<file path="config.mk">
export PLATFORM = sky130hd
export DESIGN_NAME = ifft_4pt_stream
export DESIGN_NICKNAME = d
export VERILOG_FILES = /design/src/rtl/ifft_4pt_stream.sv
export SDC_FILE = /design/constraint.sdc
export NUM_CORES = 1
export LEC_CHECK = 0
export CAP_MARGIN = 5
export CORE_ASPECT_RATIO = 1.75
export CORE_MARGIN = 2
export CORE_UTILIZATION = 55
export CTS_CLUSTER_SIZE = 16
export DETAILED_ROUTE_END_ITERATION = 8
export PLACE_DENSITY = 0.81
export SLEW_MARGIN = 20
export SYNTH_ARGS = -nofsm -noshare
export SYNTH_HDL_FRONTEND = slang
export SYNTH_SLANG_ARGS = --single-unit
</file>
<file path="constraint.sdc">
create_clock -name clk -period 9.1 [get_ports clk]
set_input_delay 2.73 -clock clk [delete_from_list [all_inputs] [get_ports clk]]
set_output_delay 2.73 -clock clk [all_outputs]
set_load 0.01 [all_outputs]
</file>
<file path="src/rtl/ifft_4pt_stream.sv">
// Streaming 4-point inverse FFT with 1/4 scaling and valid/ready framing.
// Ports: clk, rst | in_* frame input (X[0..3]) | out_* frame output (x[0..3]) | frame_err.
module ifft_4pt_stream #(
    parameter int DATA_WIDTH = 16
) (
    input  logic                         clk,
    input  logic                         rst,
    input  logic                         in_valid,
    output logic                         in_ready,
    input  logic signed [DATA_WIDTH+1:0] in_r,
    input  logic signed [DATA_WIDTH+1:0] in_i,
    input  logic                         in_last,
    output logic                         out_valid,
    input  logic                         out_ready,
    output logic signed [DATA_WIDTH+1:0] out_r,
    output logic signed [DATA_WIDTH+1:0] out_i,
    output logic                         out_last,
    output logic                         frame_err
);
    localparam int W = DATA_WIDTH + 2;
    localparam logic signed [W+1:0] RND = 2;

    typedef enum logic [1:0] {COLLECT, COMPUTE, EMIT} state_t;

    state_t state, state_n;
    logic [1:0] in_cnt, out_cnt;
    logic signed [W-1:0] buf_r [4];
    logic signed [W-1:0] buf_i [4];
    logic signed [W-1:0] res_r [4];
    logic signed [W-1:0] res_i [4];
    logic signed [W-1:0] nx_r [4];
    logic signed [W-1:0] nx_i [4];
    logic signed [W+1:0] e_r [4];
    logic signed [W+1:0] e_i [4];
    logic signed [W+1:0] a_r, a_i, b_r, b_i, c_r, c_i, d_r, d_i;
    logic in_fire, out_fire;

    // Round half toward +inf, then drop to W bits (result always fits).
    function automatic logic signed [W-1:0] rnd(input logic signed [W+1:0] s);
        logic signed [W+1:0] t;
        t = (s + RND) >>> 2;
        return t[W-1:0];
    endfunction

    assign in_ready  = (state == COLLECT) && !rst;
    assign out_valid = (state == EMIT);
    assign out_last  = (state == EMIT) && (out_cnt == 2'd3);
    assign out_r     = (state == EMIT) ? res_r[out_cnt] : '0;
    assign out_i     = (state == EMIT) ? res_i[out_cnt] : '0;
    assign in_fire   = in_valid && in_ready;
    assign out_fire  = out_valid && out_ready;

    always_comb begin
        state_n = state;
        unique case (state)
            COLLECT: if (in_fire && in_cnt == 2'd3) state_n = COMPUTE;
            COMPUTE: state_n = EMIT;
            EMIT:    if (out_fire && out_cnt == 2'd3) state_n = COLLECT;
            default: state_n = COLLECT;
        endcase
    end

    always_comb begin
        for (int k = 0; k < 4; k++) begin
            e_r[k] = buf_r[k];
            e_i[k] = buf_i[k];
        end
        a_r = e_r[0] + e_r[2];
        a_i = e_i[0] + e_i[2];
        b_r = e_r[0] - e_r[2];
        b_i = e_i[0] - e_i[2];
        c_r = e_r[1] + e_r[3];
        c_i = e_i[1] + e_i[3];
        d_r = e_r[1] - e_r[3];
        d_i = e_i[1] - e_i[3];
        // Odd outputs rotate D by +j (inverse twiddle).
        nx_r[0] = rnd(a_r + c_r);
        nx_i[0] = rnd(a_i + c_i);
        nx_r[1] = rnd(b_r - d_i);
        nx_i[1] = rnd(b_i + d_r);
        nx_r[2] = rnd(a_r - c_r);
        nx_i[2] = rnd(a_i - c_i);
        nx_r[3] = rnd(b_r + d_i);
        nx_i[3] = rnd(b_i - d_r);
    end

    always_ff @(posedge clk) begin
        if (rst) begin
            state     <= COLLECT;
            in_cnt    <= '0;
            out_cnt   <= '0;
            frame_err <= 1'b0;
            for (int k = 0; k < 4; k++) begin
                buf_r[k] <= '0;
                buf_i[k] <= '0;
                res_r[k] <= '0;
                res_i[k] <= '0;
            end
        end else begin
            state     <= state_n;
            frame_err <= 1'b0;
            if (in_fire) begin
                if (in_last && in_cnt != 2'd3) begin
                    // Short frame: drop everything gathered so far.
                    in_cnt    <= '0;
                    frame_err <= 1'b1;
                end else begin
                    buf_r[in_cnt] <= in_r;
                    buf_i[in_cnt] <= in_i;
                    in_cnt        <= in_cnt + 2'd1;
                    if (!in_last && in_cnt == 2'd3) frame_err <= 1'b1;
                end
            end
            if (state == COMPUTE) begin
                for (int k = 0; k < 4; k++) begin
                    res_r[k] <= nx_r[k];
                    res_i[k] <= nx_i[k];
                end
                out_cnt <= '0;
            end
            if (out_fire) out_cnt <= out_cnt + 2'd1;
        end
    end
endmodule

</file>
==> run notes <==
Figures from the implementation reports.

- Global routing finished with a remaining overflow of 0.
- The total number of placement rows is 109.
- The fraction of layout cells with a size suffix above 1 is 0.0470.
- The data required time reported for the critical path is 6.37 ns.
- The highest net fanout along the worst path is 4.
- The summed instance area of the synthesized netlist is 28100 sq um.
- The area of the chip is between 50000 and 60000 sq um.
- The final net count is roughly 3500.
- The area fraction of the dominant cell type after synthesis is 0.308.
- The OpenROAD report gives the critical path a data arrival time of 4.19 ns.
- The number of I/O pins is 81.
- The top cell type by instance count after synthesis reads sky130_fd_sc_hd__ha_1.
- For this run, the final setup violation count is recorded as 0.
- Across the routed clock network, the largest skew measured is about 0.035 ns.
- Setup repair after global routing left no endpoint under its margin.
- The post-synth net total reads 3472.
- The via count of the first global-routing pass is 21250.
- The peak per-stage delay on the critical path is 0.62 ns.
- The run finished with clean final reports.
- Power spread over the standard cell area amounts to 194 nW/um^2.
- Per the detail_route report, DRC violations left total 0.
- The summed standard-cell area reported by yosys reads 28100 sq um.
- In the synthesized netlist, the cells that appear most often are sky130_fd_sc_hd__ha_1 (427), sky130_fd_sc_hd__inv_1 (291), sky130_fd_sc_hd__edfxtp_1 (288), sky130_fd_sc_hd__nor2_1 (269), sky130_fd_sc_hd__a21oi_1 (201).
- The mean number of vias per cell is a little under 6.
- The number of buffers created by CTS reads 27.
- By area the synthesized netlist is led by sky130_fd_sc_hd__edfxtp_1 (31%), sky130_fd_sc_hd__ha_1 (19%), sky130_fd_sc_hd__xnor2_1 (4.6%).
- Warnings reported by Yosys during synthesis add up to 0.
- After clock tree synthesis, the flow added hold-fix buffers numbering 0.
- The critical path buffer and inverter count reads 2.
- The most used cell along the critical path reads sky130_fd_sc_hd__clkdlybuf4s50_1.
- The actual transition at the worst max-transition pin reads 1.15 ns.
- The CTS root buffer reads sky130_fd_sc_hd__clkbuf_16.
- The worst setup path is of the in -> out kind.
- The worst-skew pair later-pin latency reads roughly 0.6 ns.
- The critical path startpoint category reads a primary input.
- The TritonCTS clock tree is yes.
- The port buffer count reads 80.
- The number of design-rule violations left by the first detailed-router iteration reads 1942.
- The max-cap violation count is 0.
- Yosys reported a register bit count of 297.
- The max-slew violation total from the final report reads 0.
- The dominant register cell in the synthesized netlist is sky130_fd_sc_hd__edfxtp_1.
- The horizontal die dimension reads 175 um.
- Counting flops with a built-in enable in the synthesized netlist gives approximately 290.
- The non-filler instance count after layout reads 3691.
- The detail route stage leaves a number of antenna-violating nets equal to 0.
==> kinds of logic (layout without fill, tap and decap cells) <==
group           count (synthesis)  in the layout  share of synthesized area
simple gates                  890            890                      0.165
flops                         297            297                      0.314
buf+inv                       395            431                     0.0538
mux                            43             43                     0.0314
fa+ha+maj                     443            443                      0.201
xor+xnor                      227            227                     0.0707
other cells                     0              1                          0
compound gates                693            693                      0.164
==> where the power goes <==
group / internal, uW / switching, uW
clock: 661 / 522
combinational: 1240 / 1900
sequential: 1550 / 28.5
==> through the flow <==
| step | hold slack, ns | utilization | area (sq um) | total power, uW |
|---|---|---|---|---|
| 2_1_floorplan | 0.510 | - | 28100 | 3880 |
| 3_3_place_gp | 0.550 | 0.583 | 29400 | 4620 |
| 3_5_place_dp | 0.571 | 0.583 | 29400 | 4660 |
| 4_1_cts | 0.582 | 0.601 | 30300 | 5850 |
| 5_1_grt | 0.619 | 0.601 | 30300 | 6260 |
| 6_report | 0.579 | 0.601 | 30300 | 5900 |
==> area by class of cell <==
class                   count  area (sq um)
fillers                  4330         20100
multi-input cells        2296         17800
flip-flops and latches    297          8830
inverters                 291          1090
repair buffers             92           891
well taps                 666           833
clock buffers              31           691
clock inverters            17           209
diodes                      1          2.50
==> metal layers <==
layer	global-route usage	routed length (um)	part of all wire	vias up
met3	0.0260	3850	0.051	132
li1	-	-	-	10636
met1	0.354	31600	0.42	10328
met2	0.486	36100	0.48	634
met5	0	0	0	-
met4	0.118	3370	0.045	0
==> cells in the final DEF, fill, tap and decap left out, drive strengths merged, types with 31 or more instances in the layout <==
cell,n
nor2,269
nand3,32
xnor2,149
and2,194
ha,427
nand2,95
clkdlybuf4s50,80
a21o,62
edfxtp,288
clkbuf,31
xor2,78
o21a,46
a21oi,202
nor3,82
mux4,36
nand2b,45
o21bai,36
nor2b,47
inv,294
o21ai,126
==> flip-flops by register name, indices dropped and copies added, names as in the netlist, named ones only <==
register	cells
res_r	72
out_cnt	2
res_i	72
buf_i	72
frame_err	1
state	2
in_cnt	2
buf_r	72
==> worst paths after layout <==
check,from,endpoint,cells past startpoint,slack [ns]
setup / recovery,rst,in_ready,3,2.18
hold / removal,out_cnt[1],flop,2,0.58
setup reg to reg,buf_i[3][0],res_r[3][16],16,3.73
hold reg to reg,out_cnt[1],flop,2,0.58
==> worst min-delay path, delay by kind of cell, from the launching register on <==
family | cells | cell delay, ns
DFF | 1 | 0.33
and+or+nand+nor | 1 | 0.06
AOI/OAI and AO/OA | 1 | 0.14
Fig. 1: routed metal per tile
17 x 30 tiles, from dark blue (low) to red (high), scaled to the fullest tile. Values are wire area over tile area, all layers added.
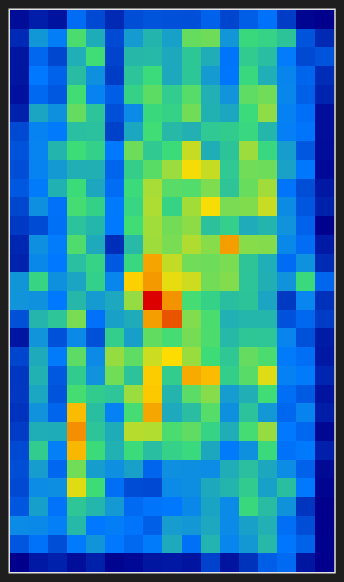
nearly empty tiles: 2.5%
fullest tile: 0.65
mean over tiles: 0.23
tiles over half the peak: 21%
Tot GR Track Use: 0.278
Via Count: 21730
Total Wirelength: 74.9 mm

Fig. 2: a small window of the routed layout
Bar = 10 um. Window x 75 to 100, y 200 to 225 um. Cells in gray, sequential cells in the stronger gray; small squares are vias.
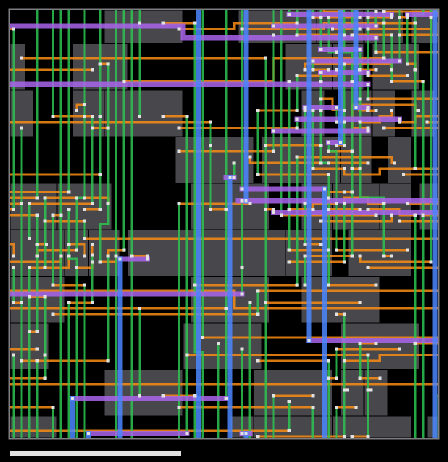
legend:
  blue:
    layer: met4
  orange:
    layer: met1
  green:
    layer: met2
  purple:
    layer: met3
most frequent: ha_1 (12), inv_1 (4)
cells with their middle in the window: 40
sequential cells in the window: 0

Fig. 3: cells by drive strength
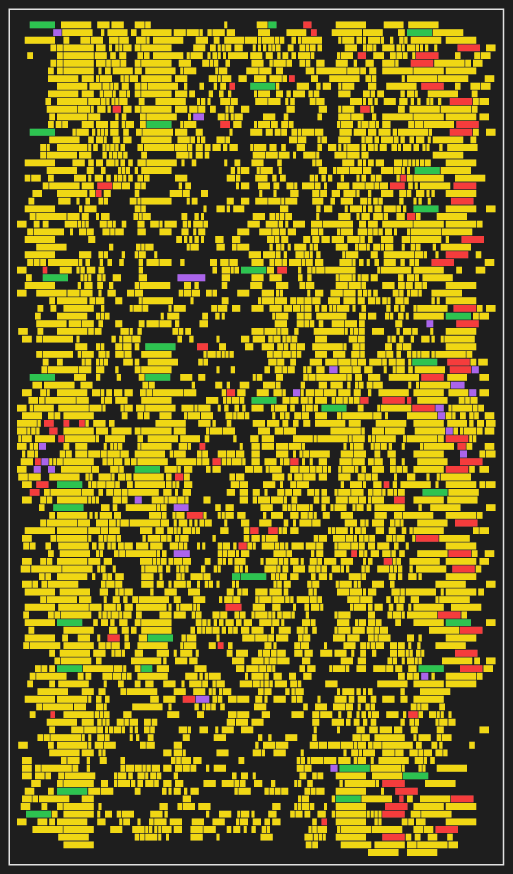
legend:
  green:
    size: drive 6 and up
    cells: 34
    share: 1.1%
  yellow:
    size: drive 1 or less
    cells: 2882
    share: 95%
  red:
    size: drive 2
    cells: 85
    share: 2.8%
  purple:
    size: drive 3 to 4
    cells: 23
    share: 0.76%
number of ordinary and repair buffers in the finished layout: 92
Layout Area Growth over Synthesis: 7.89%
final setup margin: 2.18 ns

Fig. 4: clock network drawn from the DEF
Bar = 50 um.
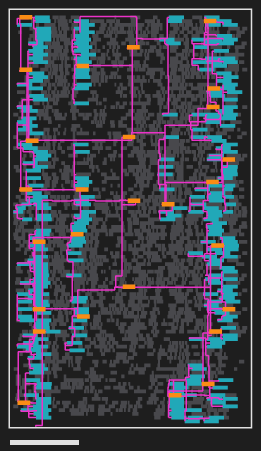
legend:
  cyan:
    item: flip-flops
    count: 297
  orange:
    item: cells driving clock nets
    count: 27
  magenta:
    item: clock wires
    length: 3730 um
flops lie: spread over the die
routed clock nets: 28

Power is estimated from default activity; no workload was simulated.
